pinout.png
Scale: 2 px per µm. Pins as bars across the die edge, other pins in gray.
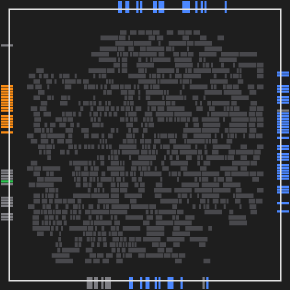
ff_map.png
Scale: 2 px per µm.
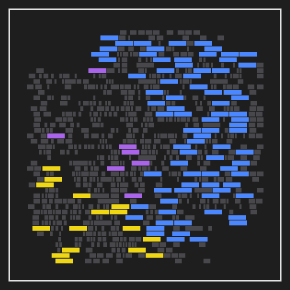
`src/rtl/coeff_packer_pkg.sv`:
```
// Shared constants and helpers for the coefficient packer: bus width, fill
// counter type and the FrodoKEM coefficient widths.
package coeff_packer_pkg;

    localparam int BUS_W  = 64;
    localparam int FILL_W = 7;

    localparam int D_640  = 15;
    localparam int D_976  = 16;
    localparam int D_1344 = 16;

    typedef logic [FILL_W-1:0] fill_t;

    localparam fill_t FILL_BUS = fill_t'(BUS_W);

    // Bits removed from the accumulator by one word transfer.
    function automatic fill_t pop_amount(input fill_t f);
        return (f >= FILL_BUS) ? FILL_BUS : f;
    endfunction

endpackage

```
`src/rtl/coeff_packer_pack_accumulator.sv`:
```
// MSB-first bit accumulator: appends D-bit values below the current fill and
// pops 64-bit words from the top, pop applied before push in the same cycle.
module pack_accumulator
    import coeff_packer_pkg::*;
#(
    parameter int D = 16
) (
    input  logic             clk,
    input  logic             rst,
    input  logic             push_i,
    input  logic             pop_i,
    input  logic [D-1:0]     din_i,
    output logic [BUS_W-1:0] top64_o,
    output fill_t            fill_o
);

    localparam int AW = BUS_W + D;

    logic [AW-1:0] acc_q, acc_d, acc_base;
    fill_t         fill_q, fill_d, fill_base;

    always_comb begin
        acc_base  = pop_i ? (acc_q << BUS_W) : acc_q;
        fill_base = pop_i ? (fill_q - pop_amount(fill_q)) : fill_q;
        acc_d     = acc_base;
        fill_d    = fill_base;
        if (push_i) begin
            // New value lands directly below the bits still held after the pop.
            acc_d  = acc_base | ({din_i, {BUS_W{1'b0}}} >> fill_base);
            fill_d = fill_base + fill_t'(D);
        end
    end

    always_ff @(posedge clk or posedge rst) begin
        if (rst) begin
            acc_q  <= '0;
            fill_q <= '0;
        end else begin
            acc_q  <= acc_d;
            fill_q <= fill_d;
        end
    end

    assign top64_o = acc_q[AW-1 -: BUS_W];
    assign fill_o  = fill_q;

endmodule

```
`src/rtl/coeff_packer.sv`:
```
// Packs a run of D-bit coefficients into 64-bit big-endian bitstream words
// with little-endian byte lanes; the final partial word is zero padded.
module coeff_packer
    import coeff_packer_pkg::*;
#(
    parameter int D     = 16,
    parameter int CNT_W = 16
) (
    input  logic             clk,
    input  logic             rst,
    input  logic             cmd_start_i,
    input  logic [CNT_W-1:0] cmd_numCoeffs_i,
    output logic             cmd_canReceive_o,
    input  logic [D-1:0]     coeff_i,
    input  logic             coeff_isReady_i,
    output logic             coeff_canReceive_o,
    output logic [BUS_W-1:0] word_o,
    output logic             word_isReady_o,
    input  logic             word_canReceive_i,
    output logic             word_isLast_o
);

    logic [CNT_W-1:0] left_q, left_d, left_eff;
    logic [BUS_W-1:0] top64;
    fill_t            fill;
    logic             start_acc, word_avail, push, pop;

    assign cmd_canReceive_o = (left_q == '0) && (fill == '0);
    assign start_acc        = cmd_start_i & cmd_canReceive_o;

    // The count loads in the start cycle so the first coefficient can follow at once.
    assign left_eff = start_acc ? cmd_numCoeffs_i : left_q;

    assign word_avail         = (fill >= FILL_BUS) || ((left_eff == '0) && (fill != '0));
    assign word_isReady_o     = word_avail & word_canReceive_i;
    assign word_isLast_o      = word_isReady_o && (left_eff == '0) && (fill <= FILL_BUS);
    assign coeff_canReceive_o = (left_eff != '0) && ((fill < FILL_BUS) || word_isReady_o);

    assign push   = coeff_isReady_i & coeff_canReceive_o;
    assign pop    = word_isReady_o;
    assign left_d = left_eff - CNT_W'(push);

    always_ff @(posedge clk or posedge rst) begin
        if (rst) begin
            left_q <= '0;
        end else begin
            left_q <= left_d;
        end
    end

    pack_accumulator #(
        .D (D)
    ) u_acc (
        .clk     (clk),
        .rst     (rst),
        .push_i  (push),
        .pop_i   (pop),
        .din_i   (coeff_i),
        .top64_o (top64),
        .fill_o  (fill)
    );

    // Stream byte gi (MSB-first in top64) drives output lane gi.
    for (genvar gi = 0; gi < BUS_W / 8; gi++) begin : g_lane
        assign word_o[8*gi +: 8] = top64[BUS_W-1-8*gi -: 8];
    end

endmodule

```
`config.mk`:
```
export PLATFORM = sky130hd
export DESIGN_NAME = coeff_packer
export DESIGN_NICKNAME = d
export VERILOG_FILES = /design/src/rtl/coeff_packer_pkg.sv /design/src/rtl/coeff_packer_pack_accumulator.sv /design/src/rtl/coeff_packer.sv
export SDC_FILE = /design/constraint.sdc
export NUM_CORES = 1
export LEC_CHECK = 0
export CAP_MARGIN = 20
export CORE_MARGIN = 8
export CORE_UTILIZATION = 45
export CTS_CLUSTER_DIAMETER = 60
export DETAILED_ROUTE_END_ITERATION = 10
export PLACE_DENSITY = 0.68
export SYNTH_ARGS = -nofsm -noshare
export SYNTH_HDL_FRONTEND = slang
export SYNTH_SLANG_ARGS = --single-unit
```
`constraint.sdc`:
```
create_clock -name clk -period 4.85 [get_ports clk]
set_input_delay 0.485 -clock clk [delete_from_list [all_inputs] [get_ports clk]]
set_output_delay 0.485 -clock clk [all_outputs]
set_load 0.01 [all_outputs]
```
==> impl_metrics.ini <==
; synthesis and place-and-route metrics
[placement]
port_buffers = 104
dp_hpwl_mm = 13.8
gp_congestion = 0.885
place_inst = 912

[power_and_ir_drop]
power_mw = 3.84
p_leak_nw = 3.06
ir_drop_mv = 0.185

[status]
status = finished, final reports clean

[cts]
ctsResizeCount = 0
post-cts-setup-buffers = 0
clock_sinks = 103
cts.htree.levels = 3
path_clk_slew_ns = 0.07
cts_tree = built
cts_buffers = 9
clk_latency_ns = 0.35
hold_buffers = 0

[setup_path]
ff2ff_setup_slack_ns = 0.53
critPathLaunch = left_q[11]
critPathKind = reg -> reg
cp-start-kind = flop
crit_required_ns = 5.07

[global_route]
grt_pass1_vias = 5517
grt_overflow_total = 0
grt_max_degree = 81

[detailed_routing]
drc = 0
wl_per_cell_um = 20.9
via_per_inst = 6.14
ant_nets = 0
routed_wirelength_mm = 19.4

[sta]
worst_slack_ns = 0.531
max_slew_margin_pct = 37.4
finClkSkew_ns = 0.0135
fmax_mhz = 232
tns_ns = 0
hold_viol = 0
finalClockPeriodUsage_pct = 89.1
hold-worst-slack_ns = 0.469
rsz0062_at_grt = no

[logic_synthesis]
synth.distinct_cells = 65
yosysTopAreaCell = dfrtp_1
top_cell = dfrtp_1
netlist_top_cells_area = dfrtp_1 40%, buf_4 7.5%, nand2_1 4.4%
synth_top_area_share_pct = 40.4
yosysSeqAreaShare_pct = 40.4
yosys_warnings = 0
synth.top_cells.by_count = 103 x dfrtp_1, 75 x nand2_1, 68 x nor2_1
synth_chip_area_um2 = 6370
edf_count = 0
ys.flops = 103

[worst_hold_path]
worstHoldPathType = reg -> reg
min-delay-start = u_acc.acc_q[9]

[flow_run]
warnings = 26
max-cap-violations = 0

[cells_and_area]
final_nets = 783
layout.cells.non_filler = 927
fillers = 1331
antennaDiodeCount = 0
syn_to_final_growth_pct = 15.9

[die]
die_x_um = 135
coreArea_um2 = 13900
dieArea_um2 = 18200
Notes on pinout.png above:
`coeff_i`: in orange, pins 16, direction input, edge left. `word_o`: in blue, pins 64, direction output, edge 33 right, 19 top, 12 bottom. `cmd_canReceive_o`: in green, pins 1, direction output, edge left.
All pins by edge: 34 right, 30 left, 22 bottom, 19 top.

Notes on ff_map.png above:
`u_acc.acc_q`: in blue, flops 80. `u_acc.fill_o`: in purple, flops 7, where center. `left_q`: in yellow, flops 16.
Power Sequential: 1.44 mW
Util after Layout: 53.2%
Seq/total area: 34.9%

## power breakdown
| part | switching (mW) | internal [mW] |
|---|---|---|
| clock network | 0.326 | 0.415 |
| registers | 0.251 | 1.19 |
| logic | 0.817 | 0.835 |
## routing by layer
| metal | global-route usage (%) | routed length [µm] | up-vias |
|---|---|---|---|
| li1 | - | - | 2630 |
| met1 | 29.0 | 8660 | 2796 |
| met2 | 32.6 | 8860 | 237 |
| met3 | 5.05 | 1460 | 28 |
| met4 | 7.03 | 374 | 0 |
| met5 | 0 | 0 | - |
## layout make-up
| cell class | instances | area, µm² | area share, % |
|---|---|---|---|
| clock buffers | 11 | 243 | 3.29 |
| clock inverters | 4 | 52.6 | 0.712 |
| inverters | 21 | 81.3 | 1.10 |
| multi-input cells | 490 | 3060 | 41.4 |
| flip-flops and latches | 103 | 2580 | 34.9 |
| well taps | 180 | 225 | 3.05 |
| repair buffers | 118 | 1150 | 15.5 |
## per-stage QoR
| step | utilization, % | cell area, µm² |
|---|---|---|
| 5_1_grt | 53.2 | 7390 |
| 3_5_place_dp | 51.1 | 7090 |
| 3_3_place_gp | 51.1 | 7090 |
| 2_1_floorplan | - | 6370 |
| 6_report | 53.2 | 7390 |
| 4_1_cts | 53.2 | 7390 |
## critical path: stages, from the launching register on
cell	delay [ns]
dfrtp_1	0.40
or4_4	0.55
or4_4	0.49
nor4_2	0.35
a21oi_1	0.22
nor2_1	0.14
buf_4	0.19
ha_1	0.23
ha_1	0.23
nand3b_1	0.16
o21ba_2	0.32
or3b_2	0.49
o21ai_0	0.18
o31a_1	0.15
o21ai_0	0.09
## final timing paths
kind	to	depth (start not counted)
max	left_q[12]	14
min	u_acc.acc_q[73]	2
max reg2reg	left_q[12]	14
min reg2reg	u_acc.acc_q[73]	2
max in group asynchronous	left_q[8]	3
min in group asynchronous	u_acc.acc_q[5]	2
## cells by family after synthesis
group / Yosys count / share of synthesized area [%]
AND-OR/OR-AND: 193 / 21.7
XOR/XNOR: 7 / 0.962
adder cells (fa/ha/maj): 3 / 0.589
buffers and inverters: 130 / 11.9
flip-flops: 103 / 40.4
multiplexers: 31 / 5.10
AND/OR/NAND/NOR: 256 / 19.3
## cell usage in the layout (no fill, tap or decap), drive strengths merged, types with 19 or more instances in the layout
| cell type | synthesis | final |
|---|---|---|
| clkdlybuf4s50 | 0 | 104 |
| nor2 | 68 | 68 |
| a21oi | 28 | 28 |
| a221o | 21 | 21 |
| dfrtp | 103 | 103 |
| nand3 | 32 | 32 |
| inv | 20 | 22 |
| nor3 | 29 | 29 |
| nand2 | 76 | 76 |
| mux2i | 19 | 19 |
| o21ai | 50 | 50 |
## state kept, by name, summed over array words and instances (netlist names)
signal        cells
u_acc.acc_q      80
u_acc.fill_o      7
left_q           16
Power is estimated from default activity; no workload was simulated.
